==> src/rtl/max_pool_stream.sv <==
// max_pool_stream: streaming 2x2 / stride-2 max pooling over an IMG_W x IMG_H frame.
// Pixels arrive in raster order; one pooled maximum is emitted per 2x2 block, one cycle
// after that block's bottom-right pixel is accepted.
//
// Ports:
//   clk        rising-edge clock
//   clr        asynchronous active-high reset
//   start      one-cycle pulse, begins a frame (ignored while busy)
//   in_valid   in_data carries a pixel this cycle
//   in_data    signed pixel, In_d_W bits
//   in_ready   block accepts a pixel this cycle (high exactly while running)
//   out_valid  one-cycle pulse, out_data holds a new pooled maximum
//   out_data   signed pooled maximum, held between pulses
//   busy       frame in progress
//   frame_done one-cycle pulse together with the last out_valid of a frame
module max_pool_stream #(
   parameter int In_d_W = 18,
   parameter int IMG_W  = 8,
   parameter int IMG_H  = 8
) (
   input  logic              clk,
   input  logic              clr,
   input  logic              start,
   input  logic              in_valid,
   input  logic [In_d_W-1:0] in_data,
   output logic              in_ready,
   output logic              out_valid,
   output logic [In_d_W-1:0] out_data,
   output logic              busy,
   output logic              frame_done
);

   localparam int ColW = $clog2(IMG_W);
   localparam int RowW = $clog2(IMG_H);
   localparam int LbD  = IMG_W / 2;
   localparam int LbW  = (LbD > 1) ? $clog2(LbD) : 1;

   localparam logic [ColW-1:0] ColLast = ColW'(IMG_W - 1);
   localparam logic [RowW-1:0] RowLast = RowW'(IMG_H - 1);

   localparam logic [0:0] StIdle = 1'b0;
   localparam logic [0:0] StRun  = 1'b1;

   logic [0:0]               state_q, state_d;
   logic [ColW-1:0]          col_q, col_d;
   logic [RowW-1:0]          row_q, row_d;
   logic signed [In_d_W-1:0] first_q, first_d;
   logic signed [In_d_W-1:0] out_data_q, out_data_d;
   logic                     out_valid_q, out_valid_d;
   logic                     frame_done_q, frame_done_d;

   // Horizontal maxima of the even row, one per output column; never reset.
   logic signed [In_d_W-1:0] linebuf_q [LbD];

   logic signed [In_d_W-1:0] pix, h_max, lb_rd, v_max;
   logic [LbW-1:0]           lb_idx;
   logic                     lb_we;
   logic                     accept;
   logic                     col_last, row_last;

   assign pix      = in_data;
   assign accept   = (state_q == StRun) && in_valid;
   assign col_last = (col_q == ColLast);
   assign row_last = (row_q == RowLast);
   assign lb_idx   = LbW'(col_q >> 1);
   assign lb_rd    = linebuf_q[lb_idx];
   assign h_max    = (pix > first_q) ? pix : first_q;
   assign v_max    = (lb_rd > h_max) ? lb_rd : h_max;

   always_comb begin
      state_d      = state_q;
      col_d        = col_q;
      row_d        = row_q;
      first_d      = first_q;
      out_data_d   = out_data_q;
      out_valid_d  = 1'b0;
      frame_done_d = 1'b0;
      lb_we        = 1'b0;
      case (state_q)
         StIdle: begin
            if (start) begin
               state_d = StRun;
               col_d   = '0;
               row_d   = '0;
            end
         end
         default: begin
            if (accept) begin
               if (!col_q[0]) begin
                  first_d = pix;
               end else if (!row_q[0]) begin
                  lb_we = 1'b1;
               end else begin
                  out_data_d   = v_max;
                  out_valid_d  = 1'b1;
                  frame_done_d = col_last && row_last;
               end
               if (col_last) begin
                  col_d = '0;
                  row_d = row_last ? '0 : row_q + RowW'(1);
               end else begin
                  col_d = col_q + ColW'(1);
               end
               if (col_last && row_last) begin
                  state_d = StIdle;
               end
            end
         end
      endcase
   end

   always_ff @(posedge clk or posedge clr) begin
      if (clr) begin
         state_q      <= StIdle;
         col_q        <= '0;
         row_q        <= '0;
         first_q      <= '0;
         out_data_q   <= '0;
         out_valid_q  <= 1'b0;
         frame_done_q <= 1'b0;
      end else begin
         state_q      <= state_d;
         col_q        <= col_d;
         row_q        <= row_d;
         first_q      <= first_d;
         out_data_q   <= out_data_d;
         out_valid_q  <= out_valid_d;
         frame_done_q <= frame_done_d;
      end
   end

   always_ff @(posedge clk) begin
      if (lb_we) begin
         linebuf_q[lb_idx] <= h_max;
      end
   end

   assign in_ready   = (state_q == StRun);
   assign busy       = (state_q == StRun);
   assign out_valid  = out_valid_q;
   assign out_data   = out_data_q;
   assign frame_done = frame_done_q;

endmodule

==> config.mk <==
export PLATFORM = sky130hd
export DESIGN_NAME = max_pool_stream
export DESIGN_NICKNAME = d
export VERILOG_FILES = /design/src/rtl/max_pool_stream.sv
export SDC_FILE = /design/constraint.sdc
export NUM_CORES = 1
export LEC_CHECK = 0
export CORE_MARGIN = 3
export CORE_UTILIZATION = 53
export DETAILED_ROUTE_END_ITERATION = 6
export PLACE_DENSITY = 0.81
export SYNTH_ARGS = -nofsm -noshare
export SYNTH_HDL_FRONTEND = slang
export SYNTH_SLANG_ARGS = --single-unit
==> constraint.sdc <==
create_clock -name clk -period 4.2 [get_ports clk]
set_input_delay 0.84 -clock clk [delete_from_list [all_inputs] [get_ports clk]]
set_output_delay 0.84 -clock clk [all_outputs]
set_load 0.03 [all_outputs]
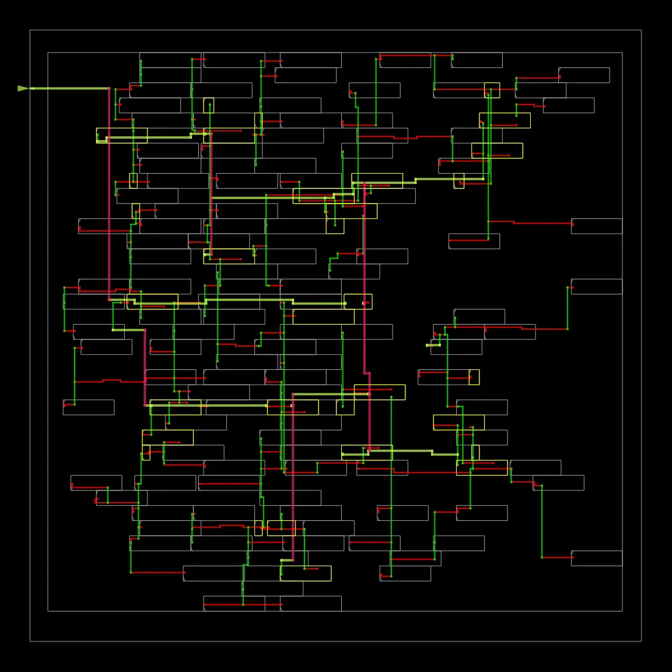
**Above:** clock nets.
clock latency at the later pin of the worst-skew pair: 0.52 ns
setup skew after layout: 0.009753 ns
Seq cells: 117

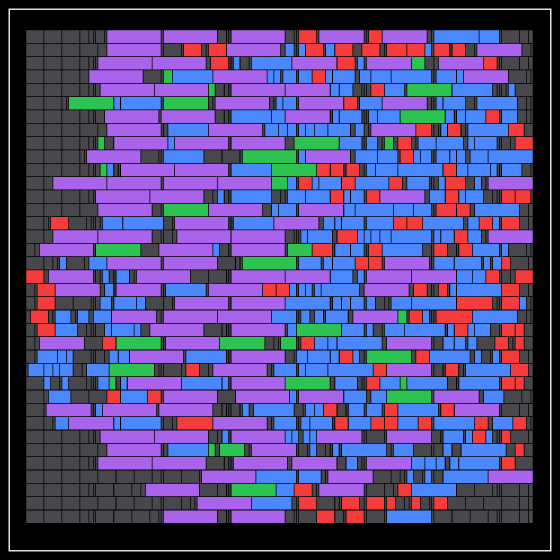
**Above:** placement by cell class.
Fill, decap, tap and diode cells in gray.
| color | class | cells |
|---|---|---|
| green | clock drivers and dummy loads | 32 |
| purple | flip-flops | 117 |
| red | other buffers and delay cells | 112 |
| blue | all other logic | 280 |

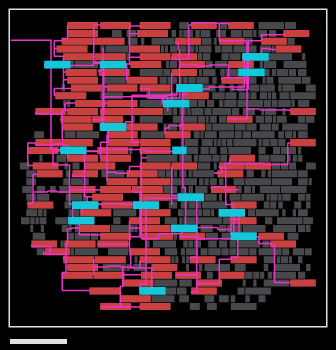
**Above:** clock network drawn from the DEF.
Scale bar: 20 um.
[magenta] clock wires | length: 1540 um
[red] flip-flops | count: 117
[cyan] cells driving clock nets | count: 17
routed clock nets: 18

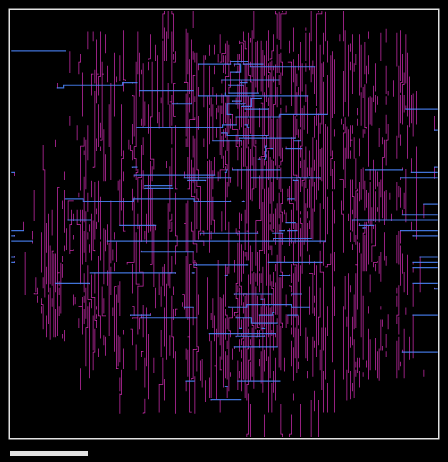
**Above:** metal layers overlaid.
Scale bar: 20 um. Two of the layers only.
| color | layer | wire length |
|---|---|---|
| magenta | met2 | 7060 um |
| blue | met3 | 851 um |

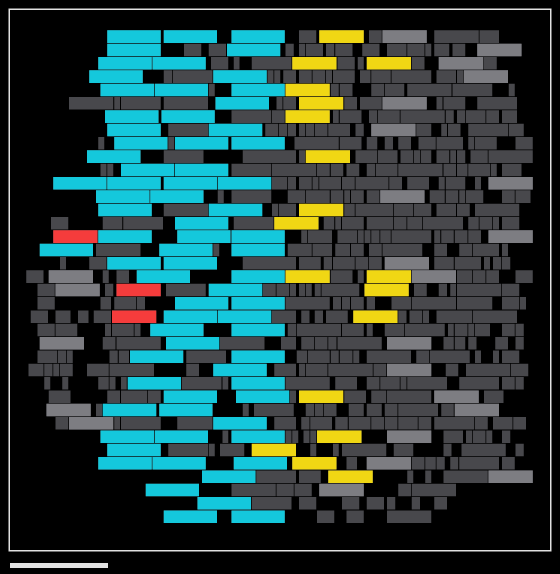
**Above:** where the registers sit.
Scale bar: 20 um. Other sequential cells in the stronger gray, the rest of the logic in the fainter gray.
| color | netlist name | flops |
|---|---|---|
| red | col_q | 3 |
| yellow | out_data | 18 |
| cyan | linebuf_q | 72 |
not colored: 24

==> run notes <==
This note records the results obtained with Yosys and OpenROAD.

Synth
The stat command in Yosys gives a chip area of 0.005749 mm2. The commonest cells after synthesis are edfxtp_1 (72), dfrtp_1 (45), inv_1 (42), ha_1 (40), nand2_1 (28). The number of enable-type register cells in the synthesized netlist is 72. The commonest register cell after synthesis is edfxtp_1. The mapped netlist covers 0.005749 mm2. The mean post-synth cell area is 13.82 um2.

The post-synthesis instance total is 416. The async set-reset flop share out of synthesis is 38.46%. After synthesis, flip-flops and latches occupy 57.19% of the total area. The cell count in the Yosys report is 416. The count of unique library cells instantiated by Yosys is 43.

The net count after synthesis is 478. The synthesis report lists the most area-consuming cells as edfxtp_1 (38%), dfrtp_1 (20%), ha_1 (8.7%). The synthesized design devotes to its leading area cell type 37.61% of total area. After synthesis the netlist holds a flip-flop and latch count of 117.

CTS
The clock edge transition at the registers on the reported setup and hold paths is 0.06 ns. The deepest clock path buffer count is 2. CTS saw 117 sinks. The number of hold-repair buffers added at the cts stage is 0.

The number of buffers created by CTS is 17. The master cell of the clock root buffer is clkbuf_8. Per the CTS log, the maximum H-tree level is 4. The TritonCTS clock tree is yes.

Final timing
Subtracting the final worst setup slack from the clock period gives 4.345 ns. The worst-margin pin slew is 1.110 ns. Headroom to the max-slew limit came out at 25.78%. The final number of hold-violating endpoints is 0. For reference, the final report shows the max-slew violation count at 0. The part of the cycle the worst path needs is 103.5%. Endpoints with negative setup slack in the final report add up to 18. In the final timing run, aggregate negative setup slack is -1.795 ns. The highest clock rate is 230.1 MHz. The post-route worst setup slack is -0.1453 ns.

Floorplan
The height of the die is 110.2 um. The die covers 0.01213 mm2. The row count is 37. The floorplan report gives the top-level pin count as 44. The total area inside the core boundary comes to 0.01042 mm2. Per the OpenROAD floorplan log, the width of the die is 110.2 um. The initial core utilization is 55.20%.

The well tap count is 136.

Cells and area
The fraction of standard cell area that is sequential is 42.24%. The final report lists a non-filler cell total of 677. The number of buffers outside the clock class in the layout is 112. The post-route netlist has 38.63% of its cells at a drive strength greater than 1.

The dominant kind of cell by area is flip-flops and latches. By instance count after routing, the leading logic cell types are edfxtp_1 (72), buf_4 (62), dfrtp_1 (45), inv_1 (37), nand2_1 (28). The clock tree cell share of total cell area is 7.072%.

The footprint of the multi-input gates is 0.002668 mm2. Buffers outside the clock tree occupy 12.21% of the routed design's cell area. After routing the design area is 0.007785 mm2.

Relative to the synthesized area, the layout overhead comes to 35.41%. Per the layout area report, the register area comes to 0.003288 mm2. The finished layout reports a core utilization of 74.74%.

The layout multi-input combinational cell count is 238. The number of antenna diodes in the final layout is 0. The final layout report lists a clock buffer count of 23.

The number of fillers in the final layout is 602. Multi-input gates account for 34.27% of the area. The finished design was reported to have a net count of 590.

Critical path
The sum of buffers and inverters on the critical path is 3. The startpoint identified for the worst register-to-register timing path is first_q[1]$_DFFE_PP0P_. STA classifies the critical path endpoint as a flip-flop.

The endpoint of the most critical register-to-register path is out_data[8]$_DFFE_PP0P_. The critical path starts at in_data[10]. Traced cell by cell, the critical path runs through clkdlybuf4s50_1, ha_1, a21oi_2, nor3_1, or3_1, mux2i_1, o211ai_1, buf_4, buf_12, mux2i_4, ha_1, nand4_1, or4_1, nor2_1, a21oi_1, o311a_4, nand2b_4, o211ai_2. The data arrival time of the worst path is 4.79 ns. The longest individual stage delay on the worst path is 0.52 ns. In this run the worst path has a maximum fanout of 8.

The classification of the worst setup path is input port to flip-flop. The cell depth of the worst setup path is 18. The capture point of the worst path is out_data[8]$_DFFE_PP0P_. The launching element type of the critical path is an input port. STA reports a reg2reg setup slack of -0.10 ns. The cell seen most often among critical-path stages is ha_1. The slowest stage cell on the critical path is or4_1. The worst path required time is 4.64 ns.

The kind of cell adding the most delay to the critical path is simple AND/OR/NAND/NOR gates. The path depth of the worst reg2reg path is 17.

Min path
The tightest min-delay check is of the flip-flop to flip-flop type. The number of cells on the worst hold path is 2. Per the hold report, the tightest min-delay path originates at out_data[10]$_DFFE_PP0P_. STA shows the worst min-delay path finishing at out_data[10]$_DFFE_PP0P_.

Global routing
The wire length of the first global-routing pass is 21.47 mm. The initial antenna violation count came to 0. The total global routing track utilization is 24.37%. The most utilized layer in the global route result is met2. The global routing report lists met3 layer usage as 6.057%. The global routing report lists met2 layer usage as 39.38%. For this run the aggregate overflow at the end of global routing stands at 0. The number of global-route vias before repair is 4152.

The largest net degree at the start of global routing is 46. Global routing consumed, on the met1 layer, 31.60% of the routing resources.

Power and ir drop
The share of total power dissipated in the clock network is 21.1%. The total power is 0.006466 W. The combinational power is 0.00328 W.

Internal power comes to 0.004073 W. The script computed a power per unit cell area of 830.5 mW/mm2. Sequential power for this build is 0.00183 W. In this run, the combinational gates consume 50.7% of the power. The clock distribution power is 0.00136 W. The net switching power is 0.002392 W.

The group with the largest share of power is combinational logic. The power report attributes to the sequential group a share of 28.2%. Per the breakdown, switching nets consume 37.00% of all power.

Placement
The global placer's final weighted congestion is 0.8113. The post-place setup slack is -0.9736 ns. The post-placement cell area is 0.006930 mm2. Once detailed placement completed, the half-perimeter wirelength came to 8.902 mm.

Buffers placed on the I/O ports in this run total 43. Per the placement report, the placed cell count is 631.

Detailed routing
The routed layout has 4015 vias. The residual DRC count is 0. The violation count after the first detailed-route iteration is 297. The routed wirelength on the met1 layer is recorded as 5.702 mm. The detail route stage leaves a number of antenna-violating nets equal to 0. The uppermost signal routing layer after detailed routing is met4. After detailed routing, the total wire length is 14.09 mm.

According to the report, the first pass of detailed routing completed in 5 iterations. The number of vias per cell is 5.931.

Status
The final reports fail on negative setup slack. The flow ran to the end, but the final reports show violations.

Job
In this run the maximum-capacitance check reported violations numbering 0. The stage-log warning count is 28.
[kinds of logic (layout without fill, tap and decap cells)]
kind of cell	count (synthesis)	count (layout)	synth area share, %
mux	57	57	14.93
flops	117	117	57.19
compound gates	52	52	7.138
buf+inv	63	186	4.614
simple gates	87	89	7.421
fa+ha+maj	40	40	8.705
[worst min-delay path, stage by stage, from the launching register on]
cell and delay (ns):
dfrtp_1 0.35, nand2_1 0.06, o211ai_2 0.05
[flip-flops by register name (all words and copies together) (netlist names)]
register    cells
first_q        18
out_valid       1
busy            1
out_data       18
col_q           3
frame_done      1
linebuf_q      72
row_q           3
[repair_timing]
action / in CTS / in global routing
endpoints found under the setup margin: 18 / 18
buffers inserted: 5 / 7
cloned: 2 / 0
pin swaps: 23 / 24
gates resized: 55 / 24
No activity file was given, so power comes from the tool's default toggle rates.
